File: config.mk
export PLATFORM = sky130hd
export DESIGN_NAME = fifo_ctrl
export DESIGN_NICKNAME = d
export VERILOG_FILES = /design/src/rtl/fifo_ctrl.sv
export SDC_FILE = /design/constraint.sdc
export NUM_CORES = 1
export LEC_CHECK = 0
export CAP_MARGIN = 10
export CORE_MARGIN = 8
export CORE_UTILIZATION = 48
export DETAILED_ROUTE_END_ITERATION = 10
export DONT_BUFFER_PORTS = 1
export HOLD_SLACK_MARGIN = 0.1
export PLACE_DENSITY = 0.65
export SLEW_MARGIN = 20
export SYNTH_ARGS = -nofsm -noshare
export SYNTH_HDL_FRONTEND = slang
export SYNTH_SLANG_ARGS = --single-unit
File: constraint.sdc
create_clock -name clk -period 3.3 [get_ports clk]
set_input_delay 0.495 -clock clk [delete_from_list [all_inputs] [get_ports clk]]
set_output_delay 0.495 -clock clk [all_outputs]
set_load 0.01 [all_outputs]
File: src/rtl/fifo_ctrl.sv
// rtl/fifo_ctrl.sv - FIFO pointer/flag controller for a 32x4 dual-port RAM
//
// Turns debounced write/read request levels into single-cycle push/pop
// operations and drives the RAM write enable plus the write and read
// addresses. Reports the occupancy, the full and empty flags, and
// one-cycle overflow/underflow pulses.
//
// Ports:
//   clk      in   system clock, shared with the RAM
//   reset    in   synchronous, active-high reset
//   wr_req   in   write request level (synchronized, debounced)
//   rd_req   in   read request level (synchronized, debounced)
//   wr_en    out  RAM wren, high in a cycle whose push is accepted
//   wr_addr  out  RAM wraddress (write pointer)
//   rd_addr  out  RAM rdaddress (read pointer, head of FIFO)
//   count    out  occupancy, 0..DEPTH
//   empty    out  count == 0
//   full     out  count == DEPTH
//   ovf      out  1-cycle pulse: push requested while full
//   udf      out  1-cycle pulse: pop requested while empty

module fifo_ctrl #(
    parameter  int ADDR_W = 5,
    localparam int DEPTH  = 2**ADDR_W
) (
    input  logic              clk,
    input  logic              reset,
    input  logic              wr_req,
    input  logic              rd_req,
    output logic              wr_en,
    output logic [ADDR_W-1:0] wr_addr,
    output logic [ADDR_W-1:0] rd_addr,
    output logic [ADDR_W:0]   count,
    output logic              empty,
    output logic              full,
    output logic              ovf,
    output logic              udf
);

    localparam logic [ADDR_W:0] FULL_CNT = DEPTH[ADDR_W:0];

    logic [ADDR_W-1:0] wr_ptr_q, wr_ptr_d;
    logic [ADDR_W-1:0] rd_ptr_q, rd_ptr_d;
    logic [ADDR_W:0]   count_q,  count_d;
    logic              empty_q,  empty_d;
    logic              full_q,   full_d;
    logic              ovf_q,    ovf_d;
    logic              udf_q,    udf_d;
    logic              wr_req_q, wr_req_d;
    logic              rd_req_q, rd_req_d;

    logic push_req;
    logic pop_req;
    logic push_ok;
    logic pop_ok;

    always_comb begin
        push_req = wr_req & ~wr_req_q;
        pop_req  = rd_req & ~rd_req_q;

        // Reset dominates: the RAM must not see a write in a reset cycle.
        push_ok = push_req & ~full_q  & ~reset;
        pop_ok  = pop_req  & ~empty_q & ~reset;

        wr_ptr_d = wr_ptr_q;
        rd_ptr_d = rd_ptr_q;
        count_d  = count_q;

        // Pointers wrap naturally modulo DEPTH.
        if (push_ok) begin
            wr_ptr_d = wr_ptr_q + 1'b1;
        end
        if (pop_ok) begin
            rd_ptr_d = rd_ptr_q + 1'b1;
        end

        unique case ({push_ok, pop_ok})
            2'b10:   count_d = count_q + 1'b1;
            2'b01:   count_d = count_q - 1'b1;
            default: count_d = count_q;
        endcase

        // Flags come from next-count so they stay in step with count.
        empty_d = (count_d == '0);
        full_d  = (count_d == FULL_CNT);

        ovf_d = push_req & full_q;
        udf_d = pop_req  & empty_q;

        wr_req_d = wr_req;
        rd_req_d = rd_req;
    end

    always_ff @(posedge clk) begin
        if (reset) begin
            wr_ptr_q <= '0;
            rd_ptr_q <= '0;
            count_q  <= '0;
            empty_q  <= 1'b1;
            full_q   <= 1'b0;
            ovf_q    <= 1'b0;
            udf_q    <= 1'b0;
            // Load the live levels so a request held through reset is not
            // seen as a fresh edge on release.
            wr_req_q <= wr_req;
            rd_req_q <= rd_req;
        end else begin
            wr_ptr_q <= wr_ptr_d;
            rd_ptr_q <= rd_ptr_d;
            count_q  <= count_d;
            empty_q  <= empty_d;
            full_q   <= full_d;
            ovf_q    <= ovf_d;
            udf_q    <= udf_d;
            wr_req_q <= wr_req_d;
            rd_req_q <= rd_req_d;
        end
    end

    assign wr_en   = push_ok;
    assign wr_addr = wr_ptr_q;
    assign rd_addr = rd_ptr_q;
    assign count   = count_q;
    assign empty   = empty_q;
    assign full    = full_q;
    assign ovf     = ovf_q;
    assign udf     = udf_q;

endmodule

==> git commit body, run 1 <==
Add synthesis and place-and-route results

* Outcome: completed
- Of all power groups, the one with the highest power is sequential cells.
- CP Capture Type: register
- Critical Path AT: 2960 ps
- Clock tree root driver cell: sky130_fd_sc_hd__clkbuf_4
- In this run, synthesis inferred 0 flip-flops with an integrated enable.
- Of the total power, the clock network draws 0.367.
* Net Sw Frac: 0.232
- Power dissipated in sequential cells: 297 uW
* Post-CTS setup repair buffer count: 0
- The count of nets left with antenna violations once routing finished came out at 0.
* Worst hold slack: 202 ps
* Xor/xnor cell area share of the yosys netlist: 0.0892
- Dividing the detail-routed wire length by the instance count gives 14.8 microns.
- The worst register-to-register path has a depth of 10.
* Most area-hungry cell type in the Yosys netlist: sky130_fd_sc_hd__dfxtp_1
- Of the total power, registers draw 0.532.
- In this run the critical register-to-register path is captured at empty$_SDFF_PP1_.
- Final WL: 2010 microns
- The longest incremental delay of any stage on the critical path is reported as 420 ps.
- Launch point of the worst reg-to-reg path: full$_SDFF_PP0_
- Wire length of the first global-routing pass: 3390 microns
- Yosys stat area: 1080 sq um
- For this run, the detailed router's first-pass iteration total came to 4.
- Cell class contributing the biggest share of worst-path delay: adder cells
- Looking at the clock tree report, the H-tree level count equals 1.
- Looking at the cell usage after synthesis, the top flip-flop cell is sky130_fd_sc_hd__dfxtp_1.
- Number of antenna violations at the first check in global routing: 0
- Gate power share: 0.101
- Sink of the worst hold path: rd_req_q$_DFF_P_
- Yosys reported that registers with async set or reset make up 0.
- Final number of hold-violating endpoints: 0
- Main area contributors: sky130_fd_sc_hd__dfxtp_1, sky130_fd_sc_hd__ha_1, sky130_fd_sc_hd__xor2_1
- In this run, placement finished with an instance count of 132.
- The tree built by TritonCTS fans out to 22 sinks.
- Measured on the finished design, the core utilization comes to 0.535.
- STA reports a reg2reg setup slack of 570 ps.
* Sort of element at the start of the critical path: register
- Fraction of the yosys area taken by sequential cells: 0.408
* DRC violation count after routing: 0
- The synthesis report lists the Yosys warning total as 0.
* Leading cell type by number of instances after synthesis: sky130_fd_sc_hd__dfxtp_1
- The cell-mix breakdown from Yosys lists the compound-gate area share as 0.0881.
- Met3 Track Usage GR: 0.0406
- Post-route worst setup slack: 570 ps
* Clk_lat worst skew: 310 ps
* Synthesis-to-layout area growth: 7.42%
- Per the summary, power density relative to cell area is 482 nW/um^2.
- The die is 63.4 microns wide.
- Filler-free cell count of the finished design: 136
- Counting buffers and inverters, the worst setup path is 10 cells deep.
- Worst slack, placed: 470 ps
- Detailed Route Iter0 Violations: 26
* Starting density of the core: 0.498
- Ratio of final minimum period to clock period: 0.827
- Setup repair after global routing left no endpoint under its margin.
* CP cell instances: nor3b_2, buf_4, nand2b_1, ha_1, fa_1, a21oi_1, mux2i_1, nand2_1, a2111oi_4, a2bb2oi_1
* Max_cap viols: 0
- In this run the power spent charging and discharging nets is 130 uW.
* Master of the slowest instance on the critical path: sky130_fd_sc_hd__fa_1
- CTS tree: built
- Once placement finished, the instance area stood at 1110 sq um.
* Tightest Pin Transition: 613 ps
* Clock transition at the registers of the reported paths: 130 ps
- Number of nets in the final layout: 121
- Detailed placement finished with a half-perimeter wire length of 1540 microns.
* Depth of the worst hold-timing path: 0
* Slew HR: 0.591
- Placer congestion estimate: 0.859
- Met2 Track Usage GR: 0.169
* Number of resized instances in the post-cts repair step: 0
- For this run, the top clock speed supported by timing is 366 MHz.
* Full die area: 4020 sq um
- Post-synth net total: 118
* Adder share: 0.0997
- The number of global-route vias before repair was 702.
- Overall power after layout: 559 uW
- The routed design shows a via density per instance of 5.35.
- The flow reports power dissipated in combinational cells as 56.3 uW.
* Mapped Area: 1080 sq um
-- run 1: sequential cells by signal, summed over array words and instances, names as in the netlist --
register,flops
ovf,1
wr_req_q,1
count,6
full,1
rd_req_q,1
wr_addr,5
empty,1
rd_addr,5
udf,1
-- run 1: cell type report --
| class | count | area [sq um] | share of cell area |
|---|---|---|---|
| clock buffer | 3 | 22.5 | 0.0194 |
| multi-input combinational | 78 | 609 | 0.525 |
| inverter | 2 | 7.51 | 0.00647 |
| timing repair buffer | 2 | 15.0 | 0.0129 |
| clock inverter | 1 | 30.0 | 0.0259 |
| tap | 28 | 35.0 | 0.0302 |
| sequential | 22 | 440 | 0.380 |
-- run 1: cell usage in the layout, fill, tap and decap left out, types with 2 or more instances in the layout --
master                     netlist  layout
sky130_fd_sc_hd__ha_1            7       7
sky130_fd_sc_hd__nor4bb_1        2       2
sky130_fd_sc_hd__dfxtp_1        22      22
sky130_fd_sc_hd__nor2b_1         3       3
sky130_fd_sc_hd__a21oi_1         5       5
sky130_fd_sc_hd__nor3b_1         3       3
sky130_fd_sc_hd__inv_1           2       2
sky130_fd_sc_hd__nand4_1         4       4
sky130_fd_sc_hd__nand2_1         4       4
sky130_fd_sc_hd__xnor2_1         2       2
sky130_fd_sc_hd__mux2i_1         6       6
sky130_fd_sc_hd__nor2_1         17      17
sky130_fd_sc_hd__xor2_1          9       9
sky130_fd_sc_hd__clkbuf_4        0       3
sky130_fd_sc_hd__nor4b_1         3       3
sky130_fd_sc_hd__buf_4           2       2
sky130_fd_sc_hd__nor3b_2         2       2
-- run 1: routing by layer --
layer	part of all wire	up-vias
met1	0.42	335
met3	0.080	4
met2	0.49	17
met5	0	-
li1	-	372
met4	0.010	0
### Placed cells, one color a class, run 1

Bar = 20 microns. Fill, decap, tap and diode cells in gray.
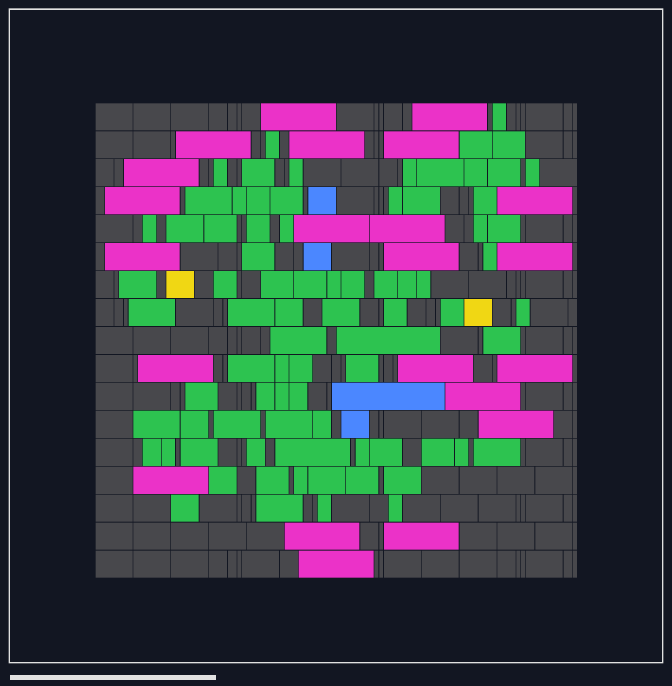
sequential cells -> magenta  # cells 22
clock drivers and dummy loads -> blue  # cells 4
remaining buffers and delay cells -> yellow  # cells 2
combinational and other logic -> green  # cells 80
cell row count: 17
Finished Cell Area: 1160 sq um
flop share of the area: 0.380

### Cell outlines without signal wires, run 1

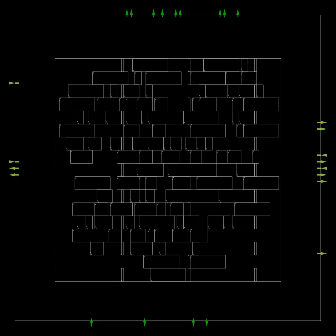
registers: 22
count of fill cells added during filler insertion: 207

### Power grid, run 1

Pins as bars on the die edge. Tap cells in gray.
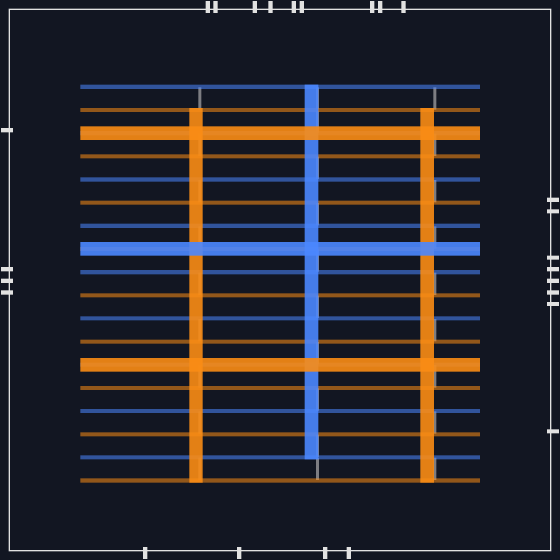
VDD -> blue
VSS -> orange
tap cells = 28
met1 rails = 18
worst-case vdd ir drop: 0.271 mV
Die Y-Extent: 63.4 microns

### Routed clock nets over the placement, run 1

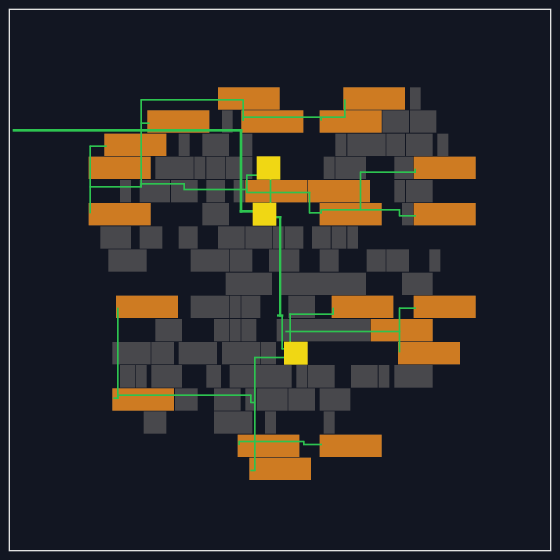
flip-flops -> orange  # count 22
clock drivers -> yellow  # count 3
clock wires -> green  # length 260 microns
routed clock nets = 4
Clk power: 205 uW
Fin Clk Skew: 4.59 ps

### Metal 2, run 1

Bar = 20 microns.
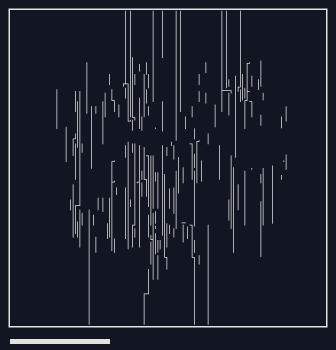

==> inputs of run 2 (changes only) <==
Settings changed: PLACE_DENSITY 0.65 to 0.67.
Clock period 3.3 ns to 2.41 ns, I/O delays scaled along.
### Metal 2, run 2

Bar = 20 microns.
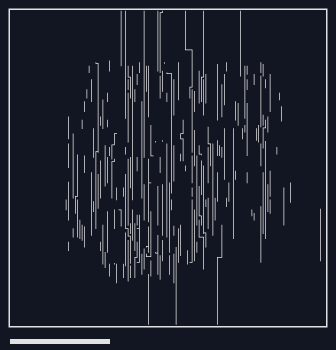
nets with wire on the layer = 133
wire length on this layer = 1250 microns
longest straight run = 29.4 microns
share of all routed wire = 49%
met2 Track Usage GR: 0.200
final WL: 2550 microns
detailed-route via count: 886

### Placed cells, one color a class, run 2

Bar = 20 microns. Fill, decap, tap and diode cells in gray.
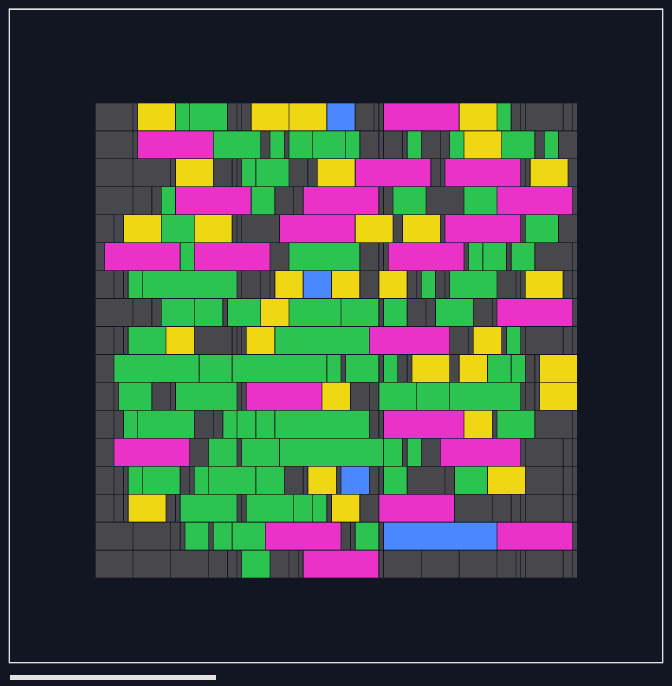
combinational and other logic -> green  # cells 80
remaining buffers and delay cells -> yellow  # cells 30
clock drivers and dummy loads -> blue  # cells 4
sequential cells -> magenta  # cells 22

==> run 2 against run 1 <==
Against the previous run:
- worst setup slack worse by 620 ps
- critical path depth stayed put
- clock skew is 3.0 ps lower
- flip-flop count stayed put
- wire length is 27% higher
- worst hold slack worse by 10 ps
- combinational power is 130% higher
- non-clock buffer count is 28 higher
- total power is 47% higher
- clock power is 41% higher
- via count is 22% higher
- the run now ends with setup timing left
==> git commit body, run 2 <==
Add synthesis and place-and-route results

* Clk_lat worst skew: 310 ps
* Ratio of final minimum period to clock period: 1.02
* Post-synth tally of flip-flops with integrated enable: 0
* Worst slack, placed: -55.6 ps
* Post-synth net total: 118
- For this design, the slowest cell found on the critical path is sky130_fd_sc_hd__dfxtp_2.
- Per-instance average area after synthesis: 10.2 sq um
* Die Y-Extent: 63.4 microns
- Per the cell usage report, the commonest logic cell in the layout is sky130_fd_sc_hd__dfxtp_1.
* Count of pins over their slew limit: 0
- Ys async rst share: 0
- The die is 63.4 microns wide.
- Leakage power: 0.666 nW
- Routed length on met1: 1060 microns
- Warning count from the yosys run: 0
* Leading cell type by number of instances after synthesis: sky130_fd_sc_hd__dfxtp_1
* Number of nets in the final layout: 149
- Number of distinct library cells after synthesis: 29
- Post-detailed-route via-to-cell ratio: 5.40
* Synthesis-to-layout area growth: 39.7%
- Per the synth stats, the flop cell with the highest instance count is sky130_fd_sc_hd__dfxtp_1.
- Detailed routing placed a total of 194 microns of wire on met3.
- H-tree levels: 1
- Largest stage delay on the critical path: 350 ps
- Timing would allow up to 406 MHz.
* Clock transition at the registers of the reported paths: 130 ps
* Hold/Removal Path Class: input pin to register
* Most area-hungry cell type in the Yosys netlist: sky130_fd_sc_hd__dfxtp_1
- Per the log, the first TritonRoute iteration ended with a DRC count of 23.
- For the worst setup path, the data arrival time is 2710 ps.
- Summed over all failing endpoints, the final setup total negative slack is -95.6 ps.
* Count of fill cells added during filler insertion: 174
- After detailed routing, the average wire length per cell comes to 15.6 microns.
- Full die area: 4020 sq um
- Sort of element at the start of the critical path: register
* Overall power after layout: 824 uW
* Wire length of the first global-routing pass: 3870 microns
- Crit path max fanout: 6
* Met3 Track Usage GR: 0.0442
* Count of antenna-violating nets left after detailed routing: 0
- The number of global-route vias before repair was 812.
- Before any placement, the netlist area is recorded as 1080 sq um.
- Clock tree root driver cell: sky130_fd_sc_hd__clkbuf_4
- Yosys stat area: 1080 sq um
- The area taken by sequential standard cells is reported as 444 sq um.
* Highest layer used for signal routing: met4
- Depth of the worst hold-timing path: 1
* Worst hold slack: 191 ps
- The report counts max-capacitance violations totalling 0.
- DRC violation count after routing: 0
- CP Capture Type: register
- The report lists the power per cell area as 546 nW/um^2.
- Clock sink total: 22
- Detailed-router iteration count before antenna repair: 4
- For the worst reg-to-reg path, the endpoint reported by OpenROAD is empty$_SDFF_PP1_.
* Logic cell area: 699 sq um
- Final core utilization: 0.696
- At the end of routability-driven placement, the weighted congestion stood at 0.879.
- Outcome: finished, violations left
- Ranked by total cell area, the synthesized netlist is headed by sky130_fd_sc_hd__dfxtp_1, sky130_fd_sc_hd__ha_1, sky130_fd_sc_hd__xor2_1.
* Met2 routed wirelength: 1250 microns
- Tightest Pin Transition: 391 ps
- The checks that failed: setup timing.
* Slew HR: 0.736
* CP cell instances: nor3b_4, nand2b_1, ha_4, buf_4, ha_4, a21oi_2, mux2i_1, nand2_1, a2111oi_4, a2bb2oi_1
* Final number of hold-violating endpoints: 0
- CTS tree: built
- Per the power-grid run, VDD falls by no more than 0.427 mV.
* Number of flip-flops under the largest register name: 6
- In this run, synthesis produced a sequential element count of 22.
- Met1 layer usage reported by global route: 0.123
- For this configuration, the core starts out at a cell density of 0.498.
* Finished Cell Area: 1510 sq um
- Note, the detailed placer reported a final HPWL of 1580 microns.
- The number of antenna violations at the first check in global routing was 0.
* Commonest cells after routing, fill and taps aside: sky130_fd_sc_hd__dfxtp_1, sky130_fd_sc_hd__dlygate4sd3_1, sky130_fd_sc_hd__nor2_1
- STA reports a reg2reg setup slack of -50 ps.
- Per the timing report, the most critical flop-to-flop path originates at full$_SDFF_PP0_.
- Placed Area: 1170 sq um
- Post-route worst setup slack: -54.2 ps
- Placed Cells incl. Taps: 136
- The worst hold path terminates at empty$_SDFF_PP1_.
- Fraction of the yosys area taken by sequential cells: 0.408
* Buffers plus inverters on the worst setup path: 1
* Cell depth of the worst setup path: 10
- Cell class contributing the biggest share of worst-path delay: AND-OR/OR-AND gates
* Unrepaired setup endpoints after global routing: true
- Number of cells on the worst reg-to-reg path: 10
- Area inside the core boundary: 2170 sq um
- Cell row count: 17
- Across the routed clock network, the largest skew measured is 1.61 ps.
- For this run, the final setup violation count is recorded as 2.
- Filler-free cell count of the finished design: 164
## run 2: cell count changes in the layout (fill, tap and decap cells not counted), moves of 2 or more
cell                            before  now
sky130_fd_sc_hd__buf_4               2   12
sky130_fd_sc_hd__dfxtp_1            22   19
sky130_fd_sc_hd__dfxtp_2             0    3
sky130_fd_sc_hd__dlygate4sd3_1       0   18
sky130_fd_sc_hd__ha_1                7    3
sky130_fd_sc_hd__ha_4                0    4
sky130_fd_sc_hd__nor3b_2             2    0
sky130_fd_sc_hd__nor3b_4             0    2
## run 2: layout make-up
| type | count | area share |
|---|---|---|
| Clock buffer | 3 | 0.0149 |
| Multi-Input combinational cell | 78 | 0.464 |
| Timing Repair Buffer | 30 | 0.179 |
| Sequential cell | 22 | 0.294 |
| Clock inverter | 1 | 0.0199 |
| Tap cell | 28 | 0.0232 |
| Inverter | 2 | 0.00498 |
## run 2: report_power, final
group	total, mW	internal [mW]	leakage, nW	switching [mW]
registers	0.408	0.382	0.179	0.0265
clock network	0.289	0.168	0.0279	0.120
logic	0.127	0.0736	0.458	0.0534
total	0.824	0.623	0.666	0.200
## run 2: cells by family (layout without fill, tap and decap cells)
family,Yosys count,after routing,share of synthesized area
flip-flops,22,22,0.408
AND/OR/NAND/NOR,41,41,0.218
buffers and inverters,6,36,0.0278
XOR/XNOR,11,11,0.0892
multiplexers,7,7,0.0695
adder cells (fa/ha/maj),8,8,0.0996
AND-OR/OR-AND,11,11,0.0881
## run 2: what timing repair did
item | in CTS | in global routing
cloned | 0 | 0
gates resized | 1 | 8
pin swaps | 0 | 6
endpoints found under the setup margin | 2 | 4
setup buffers | 1 | 5
hold endpoints to repair | 18 | 1
hold buffers | 17 | 1
==> inputs of run 3 (changes only) <==
Settings changed: RECOVER_POWER set to 100.
### Placed cells, one color a class, run 3

Bar = 20 microns. Fill, decap, tap and diode cells in gray.
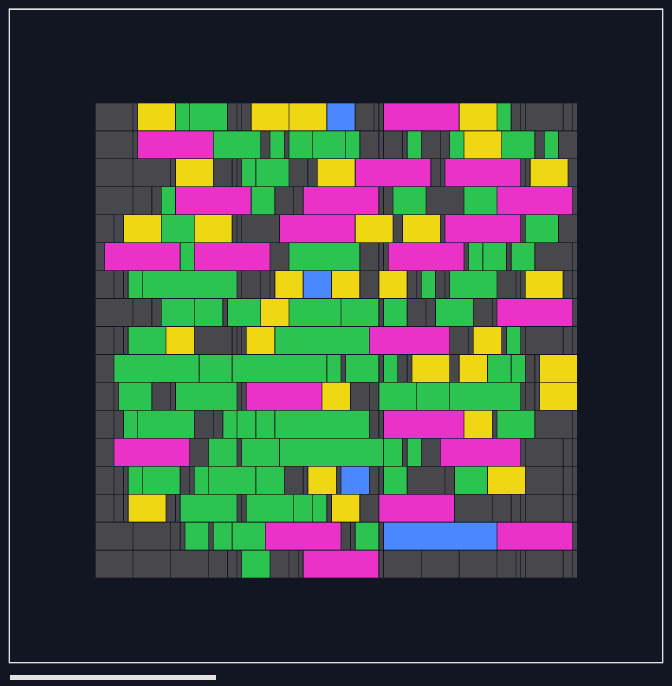
sequential cells -> magenta  # cells 22
combinational and other logic -> green  # cells 80
clock drivers and dummy loads -> blue  # cells 4
remaining buffers and delay cells -> yellow  # cells 30

### Cell outlines without signal wires, run 3

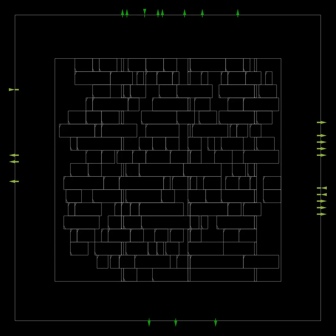
final core utilization: 0.696
# Taps: 28
filler-free cell count of the finished design: 164

==> run 3 against run 2 <==
Against the previous run:
- the flow still finishes with violations (setup timing)
- maximum frequency unchanged
- sequential share of layout area is the same
- count of clock-buffer cells in the layout is the same
- worst hold slack did not move
- combinational power about the same
- wire length stayed put
- total power did not move
- critical path type unchanged
- clock skew stayed put
==> git commit body, run 3 <==
Add synthesis and place-and-route results

* Leakage power: 0.666 nW
- CP cell instances: nor3b_4, nand2b_1, ha_4, buf_4, ha_4, a21oi_2, mux2i_1, nand2_1, a2111oi_4, a2bb2oi_1
- Setup slack on the critical path of the routed design comes to -54.2 ps.
* Setup violators final: 2
* Fin Clk Skew: 1.61 ps
- The script reports the combined buffer and inverter count of the critical path as 1.
* Highest achievable clock rate: 406 MHz
* Largest stage delay on the critical path: 350 ps
* Area inside the core boundary: 2170 sq um
- Post-synth net total: 118
- Number of cells on the worst reg-to-reg path: 10
- After clock tree synthesis, the clock-pin slew on the worst setup and hold paths is 130 ps.
* Sort of element at the start of the critical path: register
- The flow ran to the end, but the final reports show violations.
- Mapped Area: 1080 sq um
* Clk_lat worst skew: 310 ps
- TritonCTS built the clock tree.
- Depth of the worst hold-timing path: 1
- Most common flop cell mapped by yosys: sky130_fd_sc_hd__dfxtp_1
- The number of antenna violations at the first check in global routing is 0.
- The timing report shows that the slowest cell on the worst path is sky130_fd_sc_hd__dfxtp_2.
- Detailed-route via count: 886
- The first global-routing pass estimated 3870 microns of wire.
* Crit path max fanout: 6
- Warning count from the yosys run: 0
* Final WL: 2550 microns
* Synthesis-to-layout area growth: 39.7%
- Clock tree root driver cell: sky130_fd_sc_hd__clkbuf_4
* Commonest cells after routing, fill and taps aside: sky130_fd_sc_hd__dfxtp_1, sky130_fd_sc_hd__dlygate4sd3_1, sky130_fd_sc_hd__nor2_1
- The type recorded for the worst min-delay path is input pin to register.
- The floorplan step set the die width to 63.4 microns.
- AND-OR/OR-AND Cells, Area Fraction: 0.0881
* Overall power after layout: 824 uW
- In this run the full chip footprint comes out at 4020 sq um.
- Ys async rst share: 0
- Slew HR: 0.736
- Among logic cells in the layout, the one with the most instances is sky130_fd_sc_hd__dfxtp_1.
* Ratio of final minimum period to clock period: 1.02
- Per the synthesis report, the dominant area consumer among library cells is sky130_fd_sc_hd__dfxtp_1.
- In this run the register-to-register setup slack is -50 ps.
- For this run, the post-layout net count is 149.
- In this run the power density over the cells is 546 nW/um^2.
* Post-detailed-route via-to-cell ratio: 5.40
- The report lists the number of standard-cell rows as 17.
- Top logic family: simple AND/OR/NAND/NOR gates
* Launch point of the worst reg-to-reg path: full$_SDFF_PP0_
* Final number of hold-violating endpoints: 0
- FF+latch count, synth: 22
- Post-synthesis, Yosys gives the total cell area as 1080 sq um.
- Adder share: 0.0997
* Main area contributors: sky130_fd_sc_hd__dfxtp_1, sky130_fd_sc_hd__ha_1, sky130_fd_sc_hd__xor2_1
- The final reports fail on setup timing.
- Max_cap viols: 0
- The number of global-route vias before repair is 812.
* Worst-case vdd ir drop: 0.427 mV
- Per-instance average area after synthesis: 10.2 sq um
* Cell class contributing the biggest share of worst-path delay: AND-OR/OR-AND gates
- The HPWL after detailed placement is 1580 microns.
- Per the detail_route report, routed wire per instance is 15.6 microns.
* Critical Path AT: 2710 ps
* Count of fill cells added during filler insertion: 174
- The worst setup path is captured at a register.
- Fraction of the yosys area taken by sequential cells: 0.408
- Basic-gate share of the synthesized area counting and, or, nand and nor cells: 0.218
- Post-synth tally of flip-flops with integrated enable: 0
* Leading cell type by number of instances after synthesis: sky130_fd_sc_hd__dfxtp_1
- In this run the number of H-tree levels came out at 1.
- The cell-mix breakdown from Yosys lists the XOR/XNOR area share as 0.0892.
- Total Neg Setup Slack: -95.6 ps
- Before antenna repair, the detailed router went through 4 iterations.
run 3: cell counts after synthesis:
Identical to the previous run, type by type.
run 3: timing repair:
item,4_1_cts,5_1_grt
setup buffers,1,5
resized,1,8
endpoints found under the setup margin,2,4
hold buffers,17,1
pin swaps,0,6
hold endpoints to repair,18,1
run 3: layer usage:
metal  track usage  wire length [microns]
met3        0.0442                    194
met1         0.123                   1060
met2         0.200                   1250
met4        0.0501                     43
met5             0                      0
run 3: area by class of cell:
class / instances / area (sq um) / area share
multi-input combinational: 78 / 699 / 0.464
sequential: 22 / 444 / 0.294
timing repair buffer: 30 / 270 / 0.179
tap: 28 / 35.0 / 0.0232
clock inverter: 1 / 30.0 / 0.0199
clock buffer: 3 / 22.5 / 0.0149
inverter: 2 / 7.51 / 0.00498
run 3: cells by family (layout without fill, tap and decap cells):
group / after synthesis / in the layout
multiplexers: 7 / 7
buffers and inverters: 6 / 36
AND/OR/NAND/NOR: 41 / 41
flip-flops: 22 / 22
AND-OR/OR-AND: 11 / 11
XOR/XNOR: 11 / 11
adder cells (fa/ha/maj): 8 / 8
run 3: through the flow:
stage	instances	area (sq um)	worst slack, ps
global route	164	1510	-213
CTS	158	1420	-35.6
floorplan	106	1110	12.1
global placement	136	1170	33.4
detailed placement	136	1170	-55.6
finish	164	1510	-54.2
run 3: where the power goes:
| part | internal, mW | switching, mW | total (mW) |
|---|---|---|---|
| combinational | 0.0736 | 0.0534 | 0.127 |
| clock | 0.168 | 0.120 | 0.289 |
| sequential | 0.382 | 0.0265 | 0.408 |
Power is estimated from default activity; no workload was simulated.
